--- src/rtl/alarm_pkg.sv ---
// Shared encodings and defaults for the alarm controller slice.
package alarm_pkg;

    typedef enum logic [2:0] {
        ST_DISARMED = 3'd0,
        ST_EXIT     = 3'd1,
        ST_ARMED    = 3'd2,
        ST_ENTRY    = 3'd3,
        ST_ALARM    = 3'd4
    } state_t;

    // status bus layout seen by the display stage
    localparam int ARMED_BIT = 4;
    localparam int ZONE_LSB  = 0;
    localparam int ZONE_W    = 4;
    localparam int STATUS_W  = 5;

    localparam int DEF_TICK_DIV        = 100000000;
    localparam int DEF_EXIT_TICKS      = 10;
    localparam int DEF_ENTRY_TICKS     = 10;
    localparam int DEF_DEBOUNCE_CYCLES = 1000000;

    typedef struct packed {
        logic armed;
        logic siren;
        logic led;
    } outs_t;

    // Registered output pattern that goes with each state
    function automatic outs_t st_outs(input state_t s);
        outs_t o;
        o.armed = (s == ST_ARMED) || (s == ST_ENTRY) || (s == ST_ALARM);
        o.siren = (s == ST_ALARM);
        o.led   = (s == ST_EXIT) || (s == ST_ENTRY);
        return o;
    endfunction

endpackage

--- src/rtl/alarm_if.sv ---
// Sensor/button inputs and display/siren outputs of the alarm controller.
interface alarm_if;
    import alarm_pkg::*;

    logic                arm_btn;
    logic                disarm_btn;
    logic [ZONE_W-1:0]   sensor;
    logic [STATUS_W-1:0] status;
    logic                siren;
    logic                delay_led;
    logic                arm_fault;

    modport master (
        output arm_btn, disarm_btn, sensor,
        input  status, siren, delay_led, arm_fault
    );

    modport slave (
        input  arm_btn, disarm_btn, sensor,
        output status, siren, delay_led, arm_fault
    );
endinterface

--- src/rtl/alarm_debounce.sv ---
// 1-bit two-flop synchroniser with optional debouncer (SENSOR_DEBOUNCE_EN).
// q_vld marks that q reflects a real post-reset input sample, so edge
// detectors downstream do not mistake the reset-cleared flops for a release.
module alarm_debounce
    import alarm_pkg::*;
#(
    parameter int DEBOUNCE_CYCLES = DEF_DEBOUNCE_CYCLES
) (
    input  logic clk,
    input  logic rst_n,
    input  logic d,
    output logic q,
    output logic q_vld
);
    logic [1:0] sync;
    logic [1:0] vld_pipe;

    // synchroniser plus a valid shift register tracking real samples
    always_ff @(posedge clk) begin
        if (!rst_n) begin
            sync     <= '0;
            vld_pipe <= '0;
        end else begin
            sync     <= {sync[0], d};
            vld_pipe <= {vld_pipe[0], 1'b1};
        end
    end

`ifdef SENSOR_DEBOUNCE_EN
    localparam int CW = $clog2(DEBOUNCE_CYCLES + 1);
    logic [CW-1:0] cnt;
    logic          stable;
    logic          last;
    logic          settled;

    // first real sample seeds the output; later changes need a stable run
    always_ff @(posedge clk) begin
        if (!rst_n) begin
            cnt     <= '0;
            stable  <= 1'b0;
            last    <= 1'b0;
            settled <= 1'b0;
        end else if (vld_pipe[1]) begin
            if (!settled) begin
                stable  <= sync[1];
                last    <= sync[1];
                settled <= 1'b1;
                cnt     <= '0;
            end else if (sync[1] != last) begin
                last <= sync[1];
                cnt  <= '0;
            end else if (last != stable) begin
                if (cnt == CW'(DEBOUNCE_CYCLES - 1)) begin
                    stable <= last;
                    cnt    <= '0;
                end else begin
                    cnt <= cnt + CW'(1);
                end
            end else begin
                cnt <= '0;
            end
        end
    end

    assign q     = stable;
    assign q_vld = settled;
`else
    assign q     = sync[1];
    assign q_vld = vld_pipe[1];
`endif

endmodule

--- src/rtl/alarm_controller.sv ---
// Arming / zone-tracking FSM feeding the seven-segment display stage.
// Optional input debouncing is enabled with `define SENSOR_DEBOUNCE_EN.
module alarm_controller
    import alarm_pkg::*;
#(
    parameter int                TICK_DIV        = DEF_TICK_DIV,
    parameter int                EXIT_TICKS      = DEF_EXIT_TICKS,
    parameter int                ENTRY_TICKS     = DEF_ENTRY_TICKS,
    parameter logic [ZONE_W-1:0] INSTANT_MASK    = 4'b1110,
    parameter int                DEBOUNCE_CYCLES = DEF_DEBOUNCE_CYCLES
) (
    input logic     clk,
    input logic     rst_n,
    alarm_if.slave  bus
);
    localparam int NUM_IN  = ZONE_W + 2;
    localparam int ARM_IDX = ZONE_W;
    localparam int DIS_IDX = ZONE_W + 1;
    localparam int PW      = (TICK_DIV > 2) ? $clog2(TICK_DIV) : 1;
    localparam int MAXT    = (EXIT_TICKS > ENTRY_TICKS) ? EXIT_TICKS : ENTRY_TICKS;
    localparam int DW      = $clog2(MAXT + 1);

    logic [NUM_IN-1:0] raw, syn, syn_vld;
    logic [ZONE_W-1:0] sens, zones;
    logic [PW-1:0]     pre;
    logic [DW-1:0]     dly;
    logic              tick, expire;
    logic              arm_hist, dis_hist, arm_rise, dis_rise;
    logic              arm_fault;
    state_t            state;
    outs_t             outs;

    assign raw = {bus.disarm_btn, bus.arm_btn, bus.sensor};

    for (genvar i = 0; i < NUM_IN; i++) begin : g_in
        alarm_debounce #(.DEBOUNCE_CYCLES(DEBOUNCE_CYCLES)) u_db (
            .clk   (clk),
            .rst_n (rst_n),
            .d     (raw[i]),
            .q     (syn[i]),
            .q_vld (syn_vld[i])
        );
    end

    assign sens     = syn[ZONE_W-1:0] & syn_vld[ZONE_W-1:0];
    assign arm_rise = syn[ARM_IDX] & ~arm_hist & syn_vld[ARM_IDX];
    assign dis_rise = syn[DIS_IDX] & ~dis_hist & syn_vld[DIS_IDX];
    assign tick     = (pre == PW'(TICK_DIV - 1));
    assign expire   = tick && (dly == DW'(1));

    // free-running delay-tick prescaler
    always_ff @(posedge clk) begin
        if (!rst_n)    pre <= '0;
        else if (tick) pre <= '0;
        else           pre <= pre + PW'(1);
    end

    // button edge history; held high across reset so a held button is not an edge
    always_ff @(posedge clk) begin
        if (!rst_n) begin
            arm_hist <= 1'b1;
            dis_hist <= 1'b1;
        end else begin
            if (syn_vld[ARM_IDX]) arm_hist <= syn[ARM_IDX];
            if (syn_vld[DIS_IDX]) dis_hist <= syn[DIS_IDX];
        end
    end

    // arming FSM with registered outputs; disarm always wins
    always_ff @(posedge clk) begin
        if (!rst_n) begin
            state     <= ST_DISARMED;
            outs      <= '0;
            zones     <= '0;
            dly       <= '0;
            arm_fault <= 1'b0;
        end else begin
            arm_fault <= 1'b0;
            if ((state == ST_EXIT || state == ST_ENTRY) && tick)
                dly <= dly - DW'(1);
            if (dis_rise) begin
                state <= ST_DISARMED;
                outs  <= st_outs(ST_DISARMED);
                zones <= '0;
            end else begin
                case (state)
                    ST_DISARMED: if (arm_rise) begin
                        if (|sens) begin
                            arm_fault <= 1'b1;
                        end else begin
                            state <= ST_EXIT;
                            outs  <= st_outs(ST_EXIT);
                            dly   <= DW'(EXIT_TICKS);
                            zones <= '0;
                        end
                    end
                    ST_EXIT: if (expire) begin
                        state <= ST_ARMED;
                        outs  <= st_outs(ST_ARMED);
                    end
                    ST_ARMED: if (|sens) begin
                        zones <= zones | sens;
                        if (|(sens & INSTANT_MASK)) begin
                            state <= ST_ALARM;
                            outs  <= st_outs(ST_ALARM);
                        end else begin
                            state <= ST_ENTRY;
                            outs  <= st_outs(ST_ENTRY);
                            dly   <= DW'(ENTRY_TICKS);
                        end
                    end
                    ST_ENTRY: begin
                        zones <= zones | sens;
                        if (|(sens & INSTANT_MASK) || expire) begin
                            state <= ST_ALARM;
                            outs  <= st_outs(ST_ALARM);
                        end
                    end
                    ST_ALARM: zones <= zones | sens;
                    default: begin
                        state <= ST_DISARMED;
                        outs  <= st_outs(ST_DISARMED);
                        zones <= '0;
                    end
                endcase
            end
        end
    end

    assign bus.status[ARMED_BIT]         = outs.armed;
    assign bus.status[ZONE_LSB +: ZONE_W] = zones;
    assign bus.siren                     = outs.siren;
    assign bus.delay_led                 = outs.led;
    assign bus.arm_fault                 = arm_fault;

endmodule

--- src/flat_wrapper.sv ---
// flat-port wrapper written by rule: the top's interface ports become plain ports
module alarm_controller_flat import alarm_pkg::*;
#(
    parameter int                TICK_DIV        = DEF_TICK_DIV,
    parameter int                EXIT_TICKS      = DEF_EXIT_TICKS,
    parameter int                ENTRY_TICKS     = DEF_ENTRY_TICKS,
    parameter logic [ZONE_W-1:0] INSTANT_MASK    = 4'b1110,
    parameter int                DEBOUNCE_CYCLES = DEF_DEBOUNCE_CYCLES
)
  (clk, rst_n, bus_arm_btn, bus_disarm_btn, bus_sensor, bus_status, bus_siren, bus_delay_led, bus_arm_fault);
  alarm_if bus_i ();
  input logic clk;
  input logic rst_n;
  input wire logic [$bits(bus_i.arm_btn)-1:0] bus_arm_btn;
  input wire logic [$bits(bus_i.disarm_btn)-1:0] bus_disarm_btn;
  input wire logic [$bits(bus_i.sensor)-1:0] bus_sensor;
  output wire logic [$bits(bus_i.status)-1:0] bus_status;
  output wire logic [$bits(bus_i.siren)-1:0] bus_siren;
  output wire logic [$bits(bus_i.delay_led)-1:0] bus_delay_led;
  output wire logic [$bits(bus_i.arm_fault)-1:0] bus_arm_fault;
  assign bus_i.arm_btn = bus_arm_btn;
  assign bus_i.disarm_btn = bus_disarm_btn;
  assign bus_i.sensor = bus_sensor;
  assign bus_status = bus_i.status;
  assign bus_siren = bus_i.siren;
  assign bus_delay_led = bus_i.delay_led;
  assign bus_arm_fault = bus_i.arm_fault;
  alarm_controller #(.TICK_DIV(TICK_DIV), .EXIT_TICKS(EXIT_TICKS), .ENTRY_TICKS(ENTRY_TICKS), .INSTANT_MASK(INSTANT_MASK), .DEBOUNCE_CYCLES(DEBOUNCE_CYCLES)) u_core (.clk(clk), .rst_n(rst_n), .bus(bus_i));
endmodule
--- config.mk ---
export PLATFORM = sky130hd
export DESIGN_NAME = alarm_controller_flat
export DESIGN_NICKNAME = d
export VERILOG_FILES = /design/src/rtl/alarm_pkg.sv /design/src/rtl/alarm_if.sv /design/src/rtl/alarm_debounce.sv /design/src/rtl/alarm_controller.sv /design/src/flat_wrapper.sv
export SDC_FILE = /design/constraint.sdc
export NUM_CORES = 1
export LEC_CHECK = 0
export ABC_AREA = 0
export ABC_CLOCK_PERIOD_IN_PS = 2400
export CAP_MARGIN = 20
export CORE_ASPECT_RATIO = 1.75
export CORE_MARGIN = 3
export CORE_UTILIZATION = 55
export DETAILED_ROUTE_END_ITERATION = 6
export PLACE_DENSITY = 0.8
export SYNTH_ARGS = -nofsm -noshare
export SYNTH_HDL_FRONTEND = slang
export SYNTH_SLANG_ARGS = --single-unit
--- constraint.sdc ---
create_clock -name clk -period 2.4 [get_ports clk]
set_input_delay 0.6 -clock clk [delete_from_list [all_inputs] [get_ports clk]]
set_output_delay 0.6 -clock clk [all_outputs]
set_load 0.1 [all_outputs]
==> CHANGELOG.md <==
### Metrics

* Run status: completed
* Initial antenna violation count at 0
* RePlAce Congestion at 0.9214
* Flops & latches, synth at 56
* Invs w/o clock at 15
* Switching portion of total power at 0.2354
* Overall power after layout at 1.555 mW
* Post-synth top flop: sky130_fd_sc_hd__dfxtp_1
* Detailed Route Iter0 Violations at 101
* Cells after synthesis at 275
* Effective utilization at floorplan at 0.5839
* Maximum fanout encountered on the critical timing path at 7
* Buffer count from post-CTS setup fixing at 0
* Metal3 WL at 154 um
* Summed area of non-filler cells in the final layout at 0.002769 mm^2
* Element type at the critical path end: register
* Number of violations of the max-capacitance limit at 0
* Number of signal-net buffers in the layout at 25
* Sequential share of power at 0.616
* Clock tree from TritonCTS: built
* Top class by area: multi-input combinational cells
* Largest area contributor in the synthesized netlist: sky130_fd_sc_hd__dfxtp_1
* Actual slew at the worst max-slew pin at 540.6 ps
* Final period util at 0.8053
* Tally of OpenROAD warnings at 27
* Routed metal-1 wire length at 1887 um
* Path type of the worst setup path: reg2reg
* Top post-synthesis cells by count: sky130_fd_sc_hd__dfxtp_1 (56), sky130_fd_sc_hd__a21oi_1 (21), sky130_fd_sc_hd__nor2_1 (17)
* Met2 Wirelength at 2759 um
* Post-route setup slack at 467.3 ps
* CP cell instances: ha_1 -> and4_1 -> buf_4 -> nand4_1 -> or2_0 -> a2111oi_1
* Proportion of synthesized flip-flops having asynchronous set or reset at 0
* Number of placed cells counting well taps at 334
* Main logic family: simple AND/OR/NAND/NOR gates
* Final Setup Violations at 0
* Number of warnings printed during yosys synthesis at 0
* Tapcell count at 49
* Number of logic gates at 190
* Slowest stage cell, crit path: sky130_fd_sc_hd__dfxtp_1
* Routed via count at 2052
* Die height at 94.63 um
* Util after Layout at 0.6549
* Post-Synth XOR/XNOR Area at 0.04257
* Buffer-and-inverter tally for the worst setup path at 1
* Synth top cell by count: sky130_fd_sc_hd__dfxtp_1
* Worst hold path startpoint: u_core.g_in[4].u_db.sync[0]$_SDFF_PN0_
* Count of flip-flops with a built-in enable after synthesis at 0
* Clock transition at the registers of the reported paths at 100 ps
* Post-detailed-route count of antenna-violating nets at 0
* Sequential share of the synthesized area at 0.4541
* Count of clock tree sinks at 56
* Detailed-placement wirelength estimate at 3553 um
* Post-CTS sizing at 0
* Number of hold violations in the final report at 0
* Met3 Usage GRT at 0.03967
* Signal arrival time at the worst endpoint at 2140 ps
* Placed inst area at 0.002661 mm^2
* Static leakage at 0.9539 nW
* Most area-consuming cells after synthesis: sky130_fd_sc_hd__dfxtp_1 (45%), sky130_fd_sc_hd__a21oi_1 (4.3%), sky130_fd_sc_hd__xor2_1 (3.5%)
* Detailed-routing iteration count for the pre-antenna-repair pass at 4
* I/O pins at 16
* Num sequential at 56
* Finished Layout Cells at 343
* Adder Share, Synth at 0.01521
* Number of buffers created by CTS at 5
* Gr usage total at 0.2051
* Crit path time final at 1933 ps
* Worst Hold Slack at 431.0 ps
* DRC violation count after routing at 0
* Grt ovf at 0
* Portion of netlist area occupied by mux cells at 0.01216
* Tightest slew margin relative to the limit at 0.6347
* Final net count at 304
* Highest layer used for signal routing: met4
* Number of different library cells in the post-synthesis netlist at 47
* FF/Latch Area at 0.001121 mm^2
* Sequential share of cell area at 0.4049
* Path depth of the worst reg2reg path at 6
* Htree depth at 2
* Fraction of power consumed by combinational cells at 0.047
* Simple Share, Synth at 0.2681
* Buffer cell driving the clock tree root: sky130_fd_sc_hd__clkbuf_8
* Vias in the first global route at 2032
* Crit Reg-Reg Endpoint: u_core.dly[3]$_SDFF_PN0_
* Clk network pwr share at 0.337
* Launching element type of the critical path: register
* Number of cells in the yosys synthesis report at 275
* Layout clock buffer count at 5
* Chip area from the yosys synthesis statistics at 0.002469 mm^2
* Data-path buffer share of cell area in the final layout at 0.07682
* Clock latency of the later-clocked register in the worst-skew pair at 320 ps
* Total Routed Length at 4897 um
* Sw power at 366.1 uW
* Routed wire length per instance at 14.28 um
* Clock distribution area overhead in the final layout at 0.03344
* Post-Place Setup Slack at 347.2 ps
* Met2 GRT Util at 0.3861
* Count of buffers from port buffering at 15
* CORE AREA at 0.004228 mm^2
* Power density normalized to cell area at 561.7 mW/mm^2
* Slew Limit Fails at 0
* Fraction of post-synthesis cell area in the top cell type by area at 0.4541
* Launch instance of the worst register-to-register path: u_core.pre[0]$_SDFF_PP0_
* Critical path capture point: u_core.dly[3]$_SDFF_PN0_
* Mapped Area at 0.002469 mm^2
* Mapped Avg Cell Area at 8.977 um^2
* Number of logic stages on the critical path including buffering at 6
* Critical path's top delay family: simple AND/OR/NAND/NOR gates
* Fraction of layout cells with a size suffix above 1 at 0.1156
* Worst setup path startpoint: u_core.pre[0]$_SDFF_PP0_
* Area fraction in compound gates after synthesis at 0.1581
* Setup repair after global routing missed its margin: no
* Total negative slack for setup checks at 0 ps
* Register-to-register setup slack at 470 ps
* Routing layer with the top usage in global route: met2
* Sink of the worst hold path: u_core.g_in[4].u_db.sync[1]$_SDFF_PN0_
* Top cell excl fill/tap: sky130_fd_sc_hd__dfxtp_1
* Avg Vias per Cell at 5.983
* Delay of the slowest cell on the worst path at 380 ps
* Maximum number of pins on one net before global-route repair at 28
* Min-Delay Path Class: reg2reg
* Peak Freq at 517.4 MHz
* Internal cell power at 1.189 mW
[power by group through the flow]
| stage | clock network, mW | logic, mW | registers (mW) |
|---|---|---|---|
| finish | 0.525 | 0.0731 | 0.957 |
| global route | 0.580 | 0.0825 | 0.960 |
| CTS | 0.542 | 0.0714 | 0.957 |
| detailed placement | 0 | 0.0711 | 0.979 |
| global placement | 0 | 0.0694 | 0.978 |
| floorplan | 0 | 0.0437 | 0.978 |
[registers in the layout, summed over array words and instances, names as in the netlist]
signal                     flops
u_core.pre                    27
u_core.g_in.u_db.sync         12
u_core.dly                     4
u_core.zones                   4
u_core.g_in.u_db.vld_pipe      2
u_core.state                   2
u_core.arm_hist                1
u_core.bus.arm_fault           1
u_core.bus.siren               1
u_core.bus.status              1
u_core.dis_hist                1
**Cell classes on the final placement**

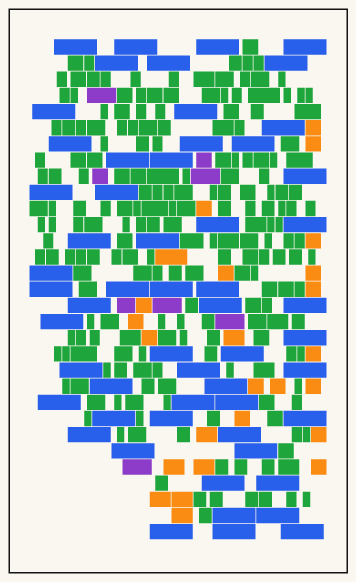
[remaining logic cells] green | cells: 205 | share of their area: 47%
[clock drivers and dummy loads] purple | cells: 8 | share of their area: 3.4%
[remaining buffers and delay cells] orange | cells: 25 | share of their area: 7.9%
[sequential cells] blue | cells: 56 | share of their area: 41%

**Cell density map**

6 x 9 tiles, from white (low) to dark blue (high), 0 to 100% covered.
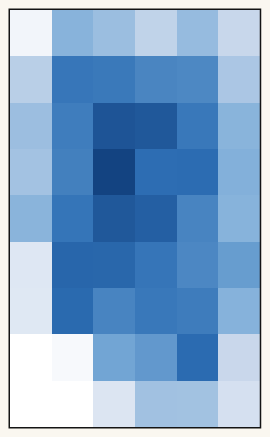
nearly empty tiles: 5.6%
densest ninth of the die: centre
fullest tile: 92%
emptiest ninth of the die: south-west
tiles over 75% full: 20%

Power is estimated from default activity; no workload was simulated.
